## src/rtl/hilo_wb.sv

```systemverilog
// HI/LO write-back with a one-entry speculative buffer: writes wait in the buffer
// until their instruction commits, are forwarded to MFHI/MFLO, and are squashed on flush.
module hilo_wb (
  input  logic        clk,
  input  logic        reset,
  input  logic        wr_valid,
  input  logic        wr_hi_en,
  input  logic        wr_lo_en,
  input  logic [31:0] wr_hi,
  input  logic [31:0] wr_lo,
  output logic        wr_ready,
  input  logic        commit,
  input  logic        flush,
  output logic [31:0] hi,
  output logic [31:0] lo,
  output logic [31:0] hi_arch,
  output logic [31:0] lo_arch,
  output logic        pending
);

  typedef enum logic {EMPTY = 1'b0, HELD = 1'b1} state_t;

  state_t      state_q, state_d;
  logic [31:0] arch_hi_q, arch_hi_d;
  logic [31:0] arch_lo_q, arch_lo_d;
  logic        buf_hi_en_q, buf_hi_en_d;
  logic        buf_lo_en_q, buf_lo_en_d;
  logic [31:0] buf_hi_q, buf_hi_d;
  logic [31:0] buf_lo_q, buf_lo_d;
  logic        capture;

  // Handshake: a write transfers on an edge where wr_valid && wr_ready && !flush.
  // wr_ready is high when the buffer is empty, or when the held entry retires this
  // cycle without a flush, so a back-to-back write can replace it.
  always_comb begin
    state_d     = state_q;
    arch_hi_d   = arch_hi_q;
    arch_lo_d   = arch_lo_q;
    buf_hi_en_d = buf_hi_en_q;
    buf_lo_en_d = buf_lo_en_q;
    buf_hi_d    = buf_hi_q;
    buf_lo_d    = buf_lo_q;
    wr_ready    = (state_q == EMPTY) || (commit && !flush);
    capture     = wr_valid && wr_ready && !flush;

    case (state_q)
      EMPTY: begin
        if (capture) state_d = HELD;
      end
      HELD: begin
        if (commit) begin
          if (buf_hi_en_q) arch_hi_d = buf_hi_q;
          if (buf_lo_en_q) arch_lo_d = buf_lo_q;
          state_d = capture ? HELD : EMPTY;
        end else if (flush) begin
          state_d = EMPTY;
        end
      end
      default: state_d = EMPTY;
    endcase

    if (capture) begin
      buf_hi_en_d = wr_hi_en;
      buf_lo_en_d = wr_lo_en;
      buf_hi_d    = wr_hi;
      buf_lo_d    = wr_lo;
    end
  end

  always_ff @(posedge clk) begin
    if (reset) begin
      state_q     <= EMPTY;
      arch_hi_q   <= '0;
      arch_lo_q   <= '0;
      buf_hi_en_q <= 1'b0;
      buf_lo_en_q <= 1'b0;
      buf_hi_q    <= '0;
      buf_lo_q    <= '0;
    end else begin
      state_q     <= state_d;
      arch_hi_q   <= arch_hi_d;
      arch_lo_q   <= arch_lo_d;
      buf_hi_en_q <= buf_hi_en_d;
      buf_lo_en_q <= buf_lo_en_d;
      buf_hi_q    <= buf_hi_d;
      buf_lo_q    <= buf_lo_d;
    end
  end

  // pending doubles as the FSM state observation point.
  assign pending = (state_q == HELD);
  assign hi      = (pending && buf_hi_en_q) ? buf_hi_q : arch_hi_q;
  assign lo      = (pending && buf_lo_en_q) ? buf_lo_q : arch_lo_q;
  assign hi_arch = arch_hi_q;
  assign lo_arch = arch_lo_q;

endmodule

```

## config.mk

```make
export PLATFORM = sky130hd
export DESIGN_NAME = hilo_wb
export DESIGN_NICKNAME = d
export VERILOG_FILES = /design/src/rtl/hilo_wb.sv
export SDC_FILE = /design/constraint.sdc
export NUM_CORES = 1
export LEC_CHECK = 0
export ABC_AREA = 1
export CAP_MARGIN = 5
export CORE_MARGIN = 5
export CORE_UTILIZATION = 50
export CTS_CLUSTER_DIAMETER = 200
export DETAILED_ROUTE_END_ITERATION = 8
export GPL_TIMING_DRIVEN = 0
export PLACE_DENSITY = 0.86
export SYNTH_ARGS = -nofsm -noshare
export SYNTH_HDL_FRONTEND = slang
export SYNTH_SLANG_ARGS = --single-unit
```

## constraint.sdc

```tcl
create_clock -name clk -period 3.4 [get_ports clk]
set_clock_uncertainty 0.15 [all_clocks]
set_input_delay 0.51 -clock clk [delete_from_list [all_inputs] [get_ports clk]]
set_output_delay 0.51 -clock clk [all_outputs]
set_load 0.005 [all_outputs]
```

### M1 wires

The bar under the picture is 20 um long.
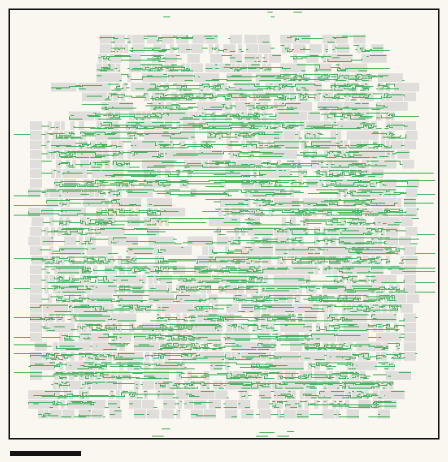
main direction: horizontal
wire length on this layer: 8,290 um
longest straight run: 28.1 um
share of all routed wire: 40%
Via Count: 7,209
met1 layer usage reported by global route: 34.7%
total wire length: 20,600 um

### The metal 2 layer

The bar under the picture is 20 um long.
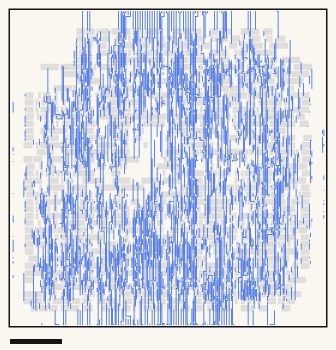
longest straight run: 43.9 um
nets with wire on the layer: 955
wire length on this layer: 9,810 um
share of all routed wire: 48%
main direction: vertical
M2 GR Usage: 45.2%

### M3 wires

The bar under the picture is 20 um long.
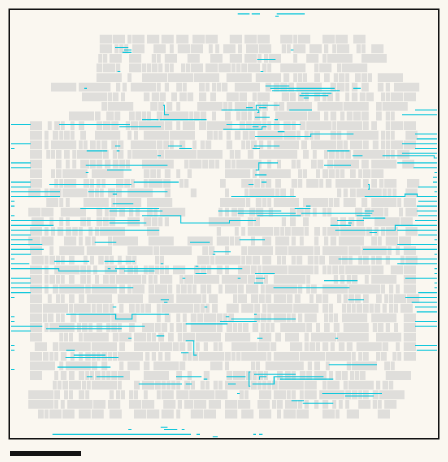
longest straight run: 41.6 um
share of all routed wire: 8.2%
wire length on this layer: 1,690 um
nets with wire on the layer: 170

### Signal wires on met4

The bar under the picture is 20 um long.
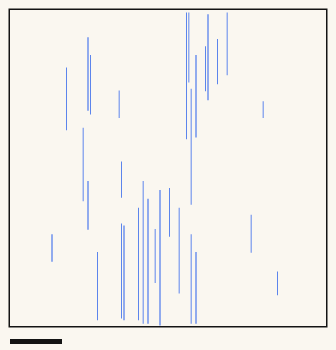
main direction: vertical
wire length on this layer: 851 um

==> flow_metrics.tcl <==
# place-and-route summary
set metrics [dict create \
    clock_insertion_delay_worst_skew_ns 0.42 \
    maxCapViolations 0 \
    initialDrtViolationCount 984 \
    drive_gt1_share_pct 6.83 \
    area.growth.synth_to_final_pct 44.7 \
    crit_path_top_delay_cell "sky130_fd_sc_hd__clkdlybuf4s50_1" \
    power.group.top "clock" \
    layout.cells.non_filler 1340 \
    clock_tree_from_tritoncts "built" \
    cts.sinks 131 \
    combPwrFrac_pct 10.1 \
    openroad.warnings 26 \
    die_width_um 121 \
    period_used_pct 86.9 \
    dp_worst_setup_slack_ns 0.862 \
    fmax_mhz 338 \
    power_leakage_uw 0.00382 \
    worst_hold_path_type "in -> reg" \
    final_net_count 1230 \
    p_switching_uw 927 \
    worst_pin_slew_ns 0.601 \
    detailedRoute.firstPassIterationCount 5 \
    p_int_uw 2840 \
    synthesis.nets 1012 \
    post_cts_buffers 0 \
    via_per_inst 5.38 \
    rows 40 \
    syn_area_um2 6170 \
    grt_start_max_net_pins 17 \
    rsz_0062_raised_after_global_routing "no" \
    pre_place_util_pct 51.2 \
    cts_made_buffers 17 \
    cp_slowest_stage_delay_ns 0.52 \
    synth.yosys.warnings 0 \
    post_synthesis_cells 941 \
    hold_ws_ns 0.310 \
    power_density_nw_per_um2 421 \
    finalSetupViolCount 0 \
    place.gp.congestion 0.882 \
    pwr.group.clock_uw 1750 \
    power.total_uw 3770 \
    synthDominantAreaCellType "sky130_fd_sc_hd__dfxtp_1" \
    die-height_um 121 \
    worstPathMaxFanout 10 \
    timing_worst_setup_path_type "reg -> out" \
    edf_count 0 \
    timing.critical_path.cells "buf_4 -> nand2_1 -> clkbuf_1 -> nand2_1 -> nand2_1 -> clkdlybuf4s50_1" \
    port-buffer-count 199 \
    layout.filler_cells 997 \
    cp.buffers_inverters 3 \
    synth.distinct_cells 17 \
    postSynth.topFlopCell "sky130_fd_sc_hd__dfxtp_1" \
    final_cell_area_um2 8940 \
    syn-mean-instance-area_um2 6.56 \
    hold_buffers 0 \
    cts_htree_levels 4 \
    ys_cells 941 \
    hpwlAfterDp_um 14700 \
    antenna_violations_before_repair 1 \
    synth_seq_share_pct 42.5 \
    maxSlewHeadroom_pct 59.9 \
    grt_pass1_wl_um 32800 \
    cts.reportedPaths.clkPinSlew_ns 0.06 \
    critical_path.top_delay_family "buffers and inverters" \
    period_needed_ns 2.96 \
    floorplan.io_pins 201 \
    yosys_area_um2 6170 \
    run_status "finished, final reports clean" \
    first_global_vias 6663 \
    drc_errors 0 \
    yosys-top-cells-count "sky130_fd_sc_hd__nand2_1, sky130_fd_sc_hd__nand3_1, sky130_fd_sc_hd__a21oi_1, sky130_fd_sc_hd__dfxtp_1, sky130_fd_sc_hd__inv_1" \
    core_area_um2 12100 \
    numPlacedInstances 1308 \
    overflow_after_grt 0 \
    avgRoutedWirePerCell_um 15.4 \
    post_cts_resize_count 0 \
    postSynth.asyncResetShare_pct 0 \
    final_util_pct 74.1 \
    hold_viol_final 0 \
    detailed_place.area_um2 8380 \
    layout_top_cell_excl_fill_tap "sky130_fd_sc_hd__nand2_1" \
    worst_slack_setup_final_ns 0.444 \
    most_frequently_placed_logic_cells_in_the_final_layout "sky130_fd_sc_hd__nand2_1, sky130_fd_sc_hd__clkdlybuf4s50_1, sky130_fd_sc_hd__nand3_1" \
    cts.path.max_buffers 2 \
    p_seq_uw 1640 \
    worst_ep_required_time_ns 2.74 \
    sum_of_negative_setup_slack_ns 0 \
    critPathArrivalTime_ns 2.30 \
    power.sequential.fraction_pct 43.5 \
    worst_setup_path_start_kind "register" \
    vdd_ir_drop_max_v 0.000362 \
    ctsRootBufferMaster "sky130_fd_sc_hd__clkbuf_16" \
    power_switching_share_pct 24.6 \
    post-synth-top-count-cell "sky130_fd_sc_hd__nand2_1" \
    post-synth-top-area-fraction_pct 42.5 \
    worst_path_most_repeated_cell "sky130_fd_sc_hd__nand2_1" \
    power.combinational.total_uw 382 \
    postRouteAntennaNets 0 \
    area_of_the_chip_um2 14700 \
    share_clk_of_total_power_pct 46.4 \
    ys_seq_elements 131 \
    critical_path.endpoint_type "output port" \
    maxSlewViolCount 0 \
    synth.top_cells.by_area "sky130_fd_sc_hd__dfxtp_1, sky130_fd_sc_hd__nand2_1, sky130_fd_sc_hd__nand3_1" \
    track_usage_pct 27.8 \
]
flip-flops by register name, summed over array words and instances, names as in the netlist:
register     count
buf_hi_en_q      1
buf_hi_q        32
buf_lo_en_q      1
buf_lo_q        32
hi_arch         32
lo_arch         32
pending          1
worst register-to-register path: stages (launching register included):
cell	delay [ns]
sky130_fd_sc_hd__dfxtp_1	0.44
sky130_fd_sc_hd__nand2_2	0.20
sky130_fd_sc_hd__buf_6	0.21
sky130_fd_sc_hd__buf_2	0.20
sky130_fd_sc_hd__a21oi_1	0.19
sky130_fd_sc_hd__nor2_1	0.07
worst paths after layout:
kind                                  start                        end  slack, ns  cells past startpoint
setup reg to reg         pending$_SDFF_PP0_  buf_hi_q[25]$_SDFFE_PP0P_       1.83                      5
setup / recovery         pending$_SDFF_PP0_                     lo[14]       0.44                      6
hold reg to reg   buf_hi_q[10]$_SDFFE_PP0P_   hi_arch[10]$_SDFFE_PP0P_       0.33                      2
hold / removal                       commit   lo_arch[31]$_SDFFE_PP0P_       0.31                      3
layout make-up:
cell class / instances / area, um^2 / area share, %
buffer: 83 / 402 / 4.49
clock inverter: 12 / 115 / 1.29
sequential: 131 / 2620 / 29.3
tap: 168 / 210 / 2.35
multi-input combinational: 658 / 2890 / 32.4
timing repair buffer: 199 / 1990 / 22.3
inverter: 69 / 259 / 2.90
antenna: 1 / 2.50 / 0.0280
clock buffer: 19 / 443 / 4.96
kinds of logic (layout without fill, tap and decap cells):
group,after synthesis,count (layout),share of synthesized area [%]
other,0,1,0
and+or+nand+nor,526,526,36.1
buffers and inverters,152,382,10.7
AOI/OAI and AO/OA,132,132,10.7
DFF,131,131,42.5
per-layer routing:
metal | track usage (%) | part of all wire, %
met3 | 6.11 | 8.2
met5 | 0 | 0
met1 | 34.7 | 40
met2 | 45.2 | 48
met4 | 14.3 | 4.1
